**config.mk**
```make
export PLATFORM = sky130hd
export DESIGN_NAME = div_seq_ctrl
export DESIGN_NICKNAME = d
export VERILOG_FILES = /design/src/rtl/div_seq_ctrl.sv
export SDC_FILE = /design/constraint.sdc
export NUM_CORES = 1
export LEC_CHECK = 0
export CORE_MARGIN = 3
export CORE_UTILIZATION = 45
export DETAILED_ROUTE_END_ITERATION = 10
export HOLD_SLACK_MARGIN = 0.03
export PLACE_DENSITY_LB_ADDON = 0.3
export RECOVER_POWER = 100
export SYNTH_ARGS = -nofsm -noshare
export SYNTH_HDL_FRONTEND = slang
export SYNTH_SLANG_ARGS = --single-unit
```
**constraint.sdc**
```tcl
create_clock -name clk -period 4.4 [get_ports clk]
set_clock_uncertainty 0.1 [all_clocks]
set_input_delay 0.88 -clock clk [delete_from_list [all_inputs] [get_ports clk]]
set_output_delay 0.88 -clock clk [all_outputs]
set_load 0.05 [all_outputs]
```
**src/rtl/div_seq_ctrl.sv**
```systemverilog
// div_seq_ctrl: EX-stage sequencer for the iterative DIV/DIVU unit.
// Ports: clk/resetn; req_* in, req_ready out; cancel; div_* to/from the
// divider; mthi_we/mtlo_we/mt_data; hi/lo; busy, done, timeout_err.
module div_seq_ctrl #(
  parameter int TIMEOUT   = 40,
  parameter int DRAIN_CYC = 2
) (
  input  logic        clk,
  input  logic        resetn,
  input  logic        req_valid,
  input  logic        req_unsigned,
  input  logic [31:0] req_op1,
  input  logic [31:0] req_op2,
  output logic        req_ready,
  input  logic        cancel,
  output logic        div_begin,
  output logic        div_unsigned,
  output logic [31:0] div_op1,
  output logic [31:0] div_op2,
  input  logic [63:0] div_product,
  input  logic        div_end,
  input  logic        mthi_we,
  input  logic        mtlo_we,
  input  logic [31:0] mt_data,
  output logic [31:0] hi,
  output logic [31:0] lo,
  output logic        busy,
  output logic        done,
  output logic        timeout_err
);

  localparam int RW = $clog2(TIMEOUT + 1);
  localparam int DW = $clog2(DRAIN_CYC + 2);

  typedef enum logic [1:0] {
    IDLE,
    RUN,
    WB,
    DRAIN
  } state_t;

  state_t        state, state_n;
  logic [RW-1:0] run_cnt, run_cnt_n;
  logic [DW-1:0] drain_cnt, drain_n;
  logic          begin_n, uns_n;
  logic [31:0]   op1_n, op2_n;
  logic [31:0]   hi_n, lo_n;
  logic          done_n, tmo_n;

  always_ff @(posedge clk or negedge resetn) begin
    if (!resetn) begin
      state        <= DRAIN;
      run_cnt      <= '0;
      drain_cnt    <= DW'(DRAIN_CYC);
      div_begin    <= 1'b0;
      div_unsigned <= 1'b0;
      div_op1      <= '0;
      div_op2      <= '0;
      hi           <= '0;
      lo           <= '0;
      done         <= 1'b0;
      timeout_err  <= 1'b0;
      req_ready    <= 1'b0;
      busy         <= 1'b1;
    end else begin
      state        <= state_n;
      run_cnt      <= run_cnt_n;
      drain_cnt    <= drain_n;
      div_begin    <= begin_n;
      div_unsigned <= uns_n;
      div_op1      <= op1_n;
      div_op2      <= op2_n;
      hi           <= hi_n;
      lo           <= lo_n;
      done         <= done_n;
      timeout_err  <= tmo_n;
      req_ready    <= (state_n == IDLE);
      busy         <= (state_n != IDLE);
    end
  end

  always_comb begin
    state_n   = state;
    run_cnt_n = run_cnt;
    drain_n   = drain_cnt;
    begin_n   = div_begin;
    uns_n     = div_unsigned;
    op1_n     = div_op1;
    op2_n     = div_op2;
    hi_n      = hi;
    lo_n      = lo;
    done_n    = 1'b0;
    tmo_n     = 1'b0;
    unique case (state)
      IDLE: begin
        if (mthi_we) hi_n = mt_data;
        if (mtlo_we) lo_n = mt_data;
        if (req_valid && !cancel) begin
          op1_n     = req_op1;
          op2_n     = req_op2;
          uns_n     = req_unsigned;
          begin_n   = 1'b1;
          run_cnt_n = '0;
          state_n   = RUN;
        end
      end
      RUN: begin
        run_cnt_n = run_cnt + RW'(1);
        // cancel beats a coincident div_end: the instruction is flushed
        if (cancel) begin
          begin_n = 1'b0;
          drain_n = DW'(DRAIN_CYC);
          state_n = DRAIN;
        end else if (div_end) begin
          begin_n = 1'b0;
          hi_n    = div_product[63:32];
          lo_n    = div_product[31:0];
          done_n  = 1'b1;
          state_n = WB;
        end else if (run_cnt == RW'(TIMEOUT - 1)) begin
          begin_n = 1'b0;
          tmo_n   = 1'b1;
          drain_n = DW'(DRAIN_CYC);
          state_n = DRAIN;
        end
      end
      WB: begin
        drain_n = DW'(DRAIN_CYC);
        state_n = DRAIN;
      end
      DRAIN: begin
        // divider has no reset; keep begin low long enough to clear it
        drain_n = drain_cnt - DW'(1);
        if (drain_cnt <= DW'(1)) begin
          drain_n = '0;
          state_n = IDLE;
        end
      end
      default: state_n = DRAIN;
    endcase
  end

endmodule
```
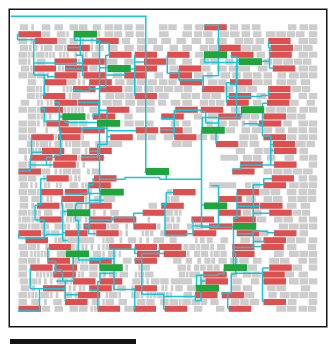
Fig. 1. Clock network drawn from the DEF (run 1).
Bar = 50 um.
cyan -> clock wires  # length 1700 um
green -> clock drivers  # count 17
red -> flip-flops  # count 144
flops lie = spread over the die

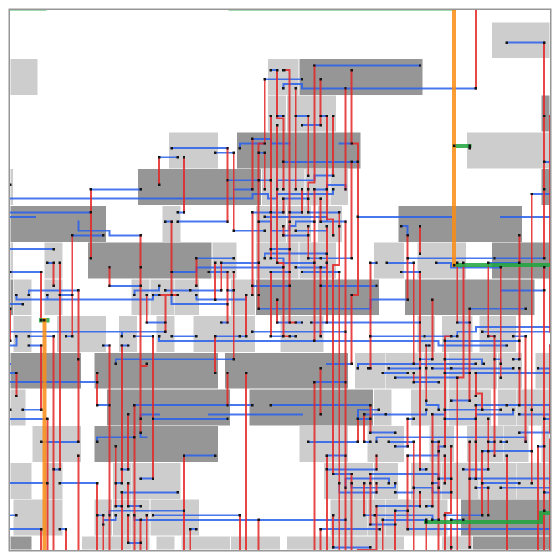
Fig. 2. A small window of the routed layout (run 1).
Region (43, 18) to (83, 58) um. Cells in grey, sequential cells in the stronger grey; small squares are vias.
red -> metal 2
green -> metal 3
blue -> metal 1
orange -> metal 4
cells with their middle in the window = 82
sequential cells in the window = 15
netlist names of flops here include = `run_cnt` (6), `div_op2` (5), `drain_cnt` (2)
most frequent = nand2_1 (15), dfrtp_1 (13), dlygate4sd3_1 (5)

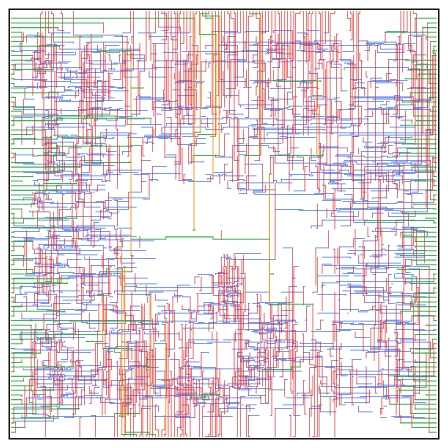
Fig. 3. Signal wires by layer (run 1).
red -> metal 2  # wire length 8930 um
green -> metal 3  # wire length 1590 um
blue -> metal 1  # wire length 7180 um
orange -> metal 4  # wire length 570 um

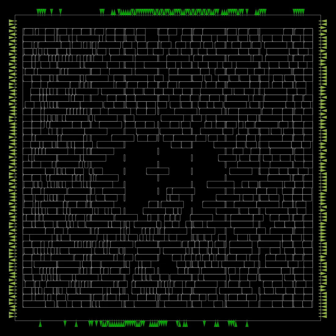
Fig. 4. Placed standard cells (run 1).
core area: 0.0136 mm2
Core Rows: 42
fraction of the core area covered by cells at the end of the flow: 0.742

==> report_table.html, run 1 <==
<h3>Run summary</h3>
<table>
<tr><th>Metric</th><th>Value</th></tr>
<tr><th colspan="2">Detailed routing</th></tr>
<tr><td>Tally of nets with antenna violations remaining after routing</td><td>0</td></tr>
<tr><td>Total number of vias</td><td>slightly above 5000</td></tr>
<tr><td>Detailed route wirelength on metal2</td><td>slightly below 9 mm</td></tr>
<tr><td>First drt pass iteration count</td><td>4</td></tr>
<tr><td>Routed WL per cell</td><td>~18 um</td></tr>
<tr><td>DRC viols</td><td>0</td></tr>
<tr><th colspan="2">Logic synthesis</th></tr>
<tr><td>Fraction of the yosys area taken by sequential cells</td><td>0.565</td></tr>
<tr><td>Synthesized registers</td><td>between 100 and 150</td></tr>
<tr><td>Synthesized area per cell</td><td>about 12 um2</td></tr>
<tr><td>Dominant combinational cell family by area after synthesis</td><td>multiplexers</td></tr>
<tr><td>Adder Share, Synth</td><td>0.00196</td></tr>
<tr><td>Multiplexer fraction of the synthesized cell area</td><td>0.227</td></tr>
<tr><td>Post-synthesis instance area</td><td>roughly 0.0064 mm2</td></tr>
<tr><td>Number of distinct library cells after synthesis</td><td>37</td></tr>
<tr><th colspan="2">Finish</th></tr>
<tr><td>Clock network contribution to total cell area</td><td>0.0614</td></tr>
<tr><th colspan="2">Floorplanning</th></tr>
<tr><td>Count of pins on the block boundary</td><td>around 300</td></tr>
<tr><td>Horizontal extent of the die</td><td>around 130 um</td></tr>
<tr><td>Vert. Die Dim</td><td>roughly 130 um</td></tr>
<tr><th colspan="2">Clock network</th></tr>
<tr><td>Post-CTS clock slew at the launch and capture registers of the worst setup and hold paths</td><td>around 0.060 ns</td></tr>
<tr><td>Max H-tree Level</td><td>4</td></tr>
<tr><td>Total CTS buffers</td><td>17</td></tr>
<tr><td>Buffer type at the clock tree root</td><td>clkbuf_16</td></tr>
<tr><th colspan="2">Status</th></tr>
<tr><td>Run status</td><td>finished, violations left</td></tr>
<tr><td>Violated checks</td><td>max-capacitance violations, max-slew violations</td></tr>
<tr><th colspan="2">Final timing</th></tr>
<tr><td>Worst Tran Pin Value</td><td>between 2 and 2.5 ns</td></tr>
<tr><td>Final critical-path setup slack</td><td>about 1.1 ns</td></tr>
<tr><td>Endpoints failing setup</td><td>0</td></tr>
<tr><td>Number of pins with negative max-slew slack in the final report</td><td>about 140</td></tr>
<tr><th colspan="2">Global routing</th></tr>
<tr><td>Most utilized layer in the global route result</td><td>met2</td></tr>
<tr><td>Number of antenna violations at the first check in global routing</td><td>1</td></tr>
<tr><th colspan="2">Pwr</th></tr>
<tr><td>Power attributed to combinational cells</td><td>approximately 4.7 mW</td></tr>
<tr><th colspan="2">Setup path</th></tr>
<tr><td>Sort of element at the end of the critical path</td><td>flop</td></tr>
<tr><td>Critical path buffer and inverter count</td><td>1</td></tr>
<tr><td>Worst r2r dst</td><td>hi[24]$_DFFE_PN0P_</td></tr>
<tr><td>Crit path max fanout</td><td>38</td></tr>
<tr><td>Launching element of the worst setup path</td><td>state[0]$_DFF_PN1_</td></tr>
<tr><th colspan="2">Run</th></tr>
<tr><td>Maximum Capacitance Violations</td><td>2</td></tr>
<tr><th colspan="2">Placed design</th></tr>
<tr><td>Number of I/O port buffers</td><td>301</td></tr>
<tr><td>Placed cells</td><td>~1000</td></tr>
</table>
Fig. 5: run 1, met3 routing
Bar = 50 um.
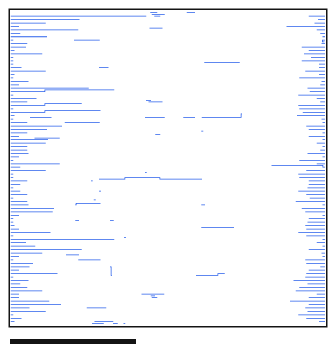

==> run 1 -> run 2 <==
CORE_UTILIZATION = 41   (was 45)
clock period = 3.23 ns   (was 4.4 ns; I/O delays follow)
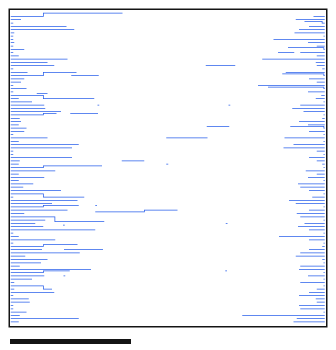
Fig. 6. Met3 routing (run 2).
Bar = 50 um.
longest straight run = 34.7 um
nets with wire on the layer = 191
wire length on this layer = 1960 um

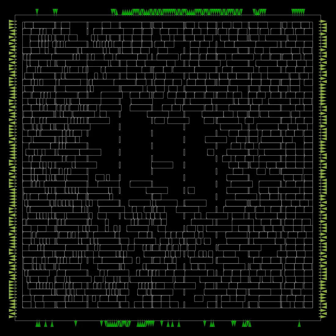
Fig. 7. Placed standard cells (run 2).
Fillers: 1116
Post-Layout Cell Count: 1048
fraction of the core area covered by cells at the end of the flow: 0.660
core area: 0.0152 mm2

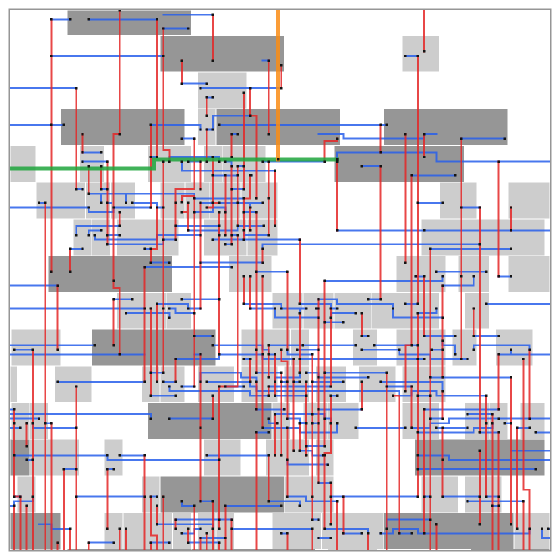
Fig. 8. A small window of the routed layout (run 2).
Region (45, 19) to (85, 59) um. Cells in grey, sequential cells in the stronger grey; small squares are vias.
red -> metal 2
green -> metal 3
blue -> metal 1
orange -> metal 4
sequential cells in the window = 12
most frequent = nand2_1 (13), dfrtp_1 (9)
netlist names of flops here include = `run_cnt` (6), `drain_cnt` (2), `state` (2)
cells with their middle in the window = 86

==> report_table.html, run 2 <==
<h3>Run summary</h3>
<table>
<tr><th>Metric</th><th>Value</th></tr>
<tr><th colspan="2">Final timing</th></tr>
<tr><td>Endpoints failing setup</td><td>0 (unchanged)</td></tr>
<tr><td>Max-Slew Margin vs Limit</td><td>-0.372 (was -0.643)</td></tr>
<tr><td>Number of pins with negative max-slew slack in the final report</td><td>81 (was 135)</td></tr>
<tr><td>Peak clock frequency supported by timing</td><td>about 0.37 GHz</td></tr>
<tr><td>Final critical-path setup slack</td><td>0.531 ns (was 1.13 ns)</td></tr>
<tr><th colspan="2">Global routing</th></tr>
<tr><td>Number of antenna violations at the first check in global routing</td><td>0 (was 1)</td></tr>
<tr><td>Overall overflow remaining after global route</td><td>0 (unchanged)</td></tr>
<tr><td>Most utilized layer in the global route result</td><td>met2 (unchanged)</td></tr>
<tr><th colspan="2">Setup path</th></tr>
<tr><td>Worst r2r dst</td><td>hi[7]$_DFFE_PN0P_ (was hi[24]$_DFFE_PN0P_)</td></tr>
<tr><td>Launching element of the worst setup path</td><td>cancel (was state[0]$_DFF_PN1_)</td></tr>
<tr><td>Critical path buffer and inverter count</td><td>2 (was 1)</td></tr>
<tr><th colspan="2">Detailed routing</th></tr>
<tr><td>Total number of vias</td><td>5133 (was 5163)</td></tr>
<tr><td>Tally of nets with antenna violations remaining after routing</td><td>0 (unchanged)</td></tr>
<tr><td>Detailed route wirelength on metal2</td><td>9.08 mm (was 8.93 mm)</td></tr>
<tr><td>First drt pass iteration count</td><td>4 (unchanged)</td></tr>
<tr><th colspan="2">Logic synthesis</th></tr>
<tr><td>Number of distinct library cells after synthesis</td><td>37 (unchanged)</td></tr>
<tr><td>Summed standard-cell area reported by yosys</td><td>0.00639 mm2 (unchanged)</td></tr>
<tr><td>Synthesized registers</td><td>144 (unchanged)</td></tr>
<tr><td>Post-synthesis instance area</td><td>0.00639 mm2 (unchanged)</td></tr>
<tr><td>Adder Share, Synth</td><td>0.00196 (unchanged)</td></tr>
<tr><td>Synthesized area per cell</td><td>11.6 um2 (unchanged)</td></tr>
<tr><td>Fraction of the yosys area taken by sequential cells</td><td>0.565 (unchanged)</td></tr>
<tr><th colspan="2">Pwr</th></tr>
<tr><td>Power attributed to combinational cells</td><td>6.36 mW (was 4.69 mW)</td></tr>
<tr><td>Maximum resistive drop on vdd</td><td>0.715 mV (was 0.512 mV)</td></tr>
<tr><td>Clock distribution power</td><td>1.92 mW (was 1.48 mW)</td></tr>
<tr><th colspan="2">Run</th></tr>
<tr><td>Maximum Capacitance Violations</td><td>1 (was 2)</td></tr>
<tr><th colspan="2">Clock network</th></tr>
<tr><td>Post-CTS clock slew at the launch and capture registers of the worst setup and hold paths</td><td>0.06 ns (about the same)</td></tr>
<tr><td>Total CTS buffers</td><td>17 (unchanged)</td></tr>
<tr><td>Max H-tree Level</td><td>4 (unchanged)</td></tr>
<tr><td>Buffer type at the clock tree root</td><td>clkbuf_16 (unchanged)</td></tr>
<tr><th colspan="2">Floorplanning</th></tr>
<tr><td>Count of pins on the block boundary</td><td>302 (unchanged)</td></tr>
<tr><td>Vert. Die Dim</td><td>131 um (was 125 um)</td></tr>
<tr><td>Horizontal extent of the die</td><td>131 um (was 125 um)</td></tr>
<tr><td>Core Rows</td><td>45 (was 42)</td></tr>
<tr><th colspan="2">Placed design</th></tr>
<tr><td>Number of I/O port buffers</td><td>301 (unchanged)</td></tr>
<tr><td>Worst-case setup slack after placement</td><td>0.402 ns (was 1.09 ns)</td></tr>
<tr><td>Placed cells</td><td>1017 (was 1003)</td></tr>
<tr><th colspan="2">Status</th></tr>
<tr><td>Run status</td><td>finished, violations left (unchanged)</td></tr>
<tr><td>Violated checks</td><td>max-capacitance violations, max-slew violations (unchanged)</td></tr>
<tr><th colspan="2">Finish</th></tr>
<tr><td>Area of combinational cells with multiple inputs</td><td>0.00252 mm2 (was 0.00253 mm2)</td></tr>
<tr><td>Clock network contribution to total cell area</td><td>0.0580 (was 0.0614)</td></tr>
</table>
Power is estimated from default activity; no workload was simulated.
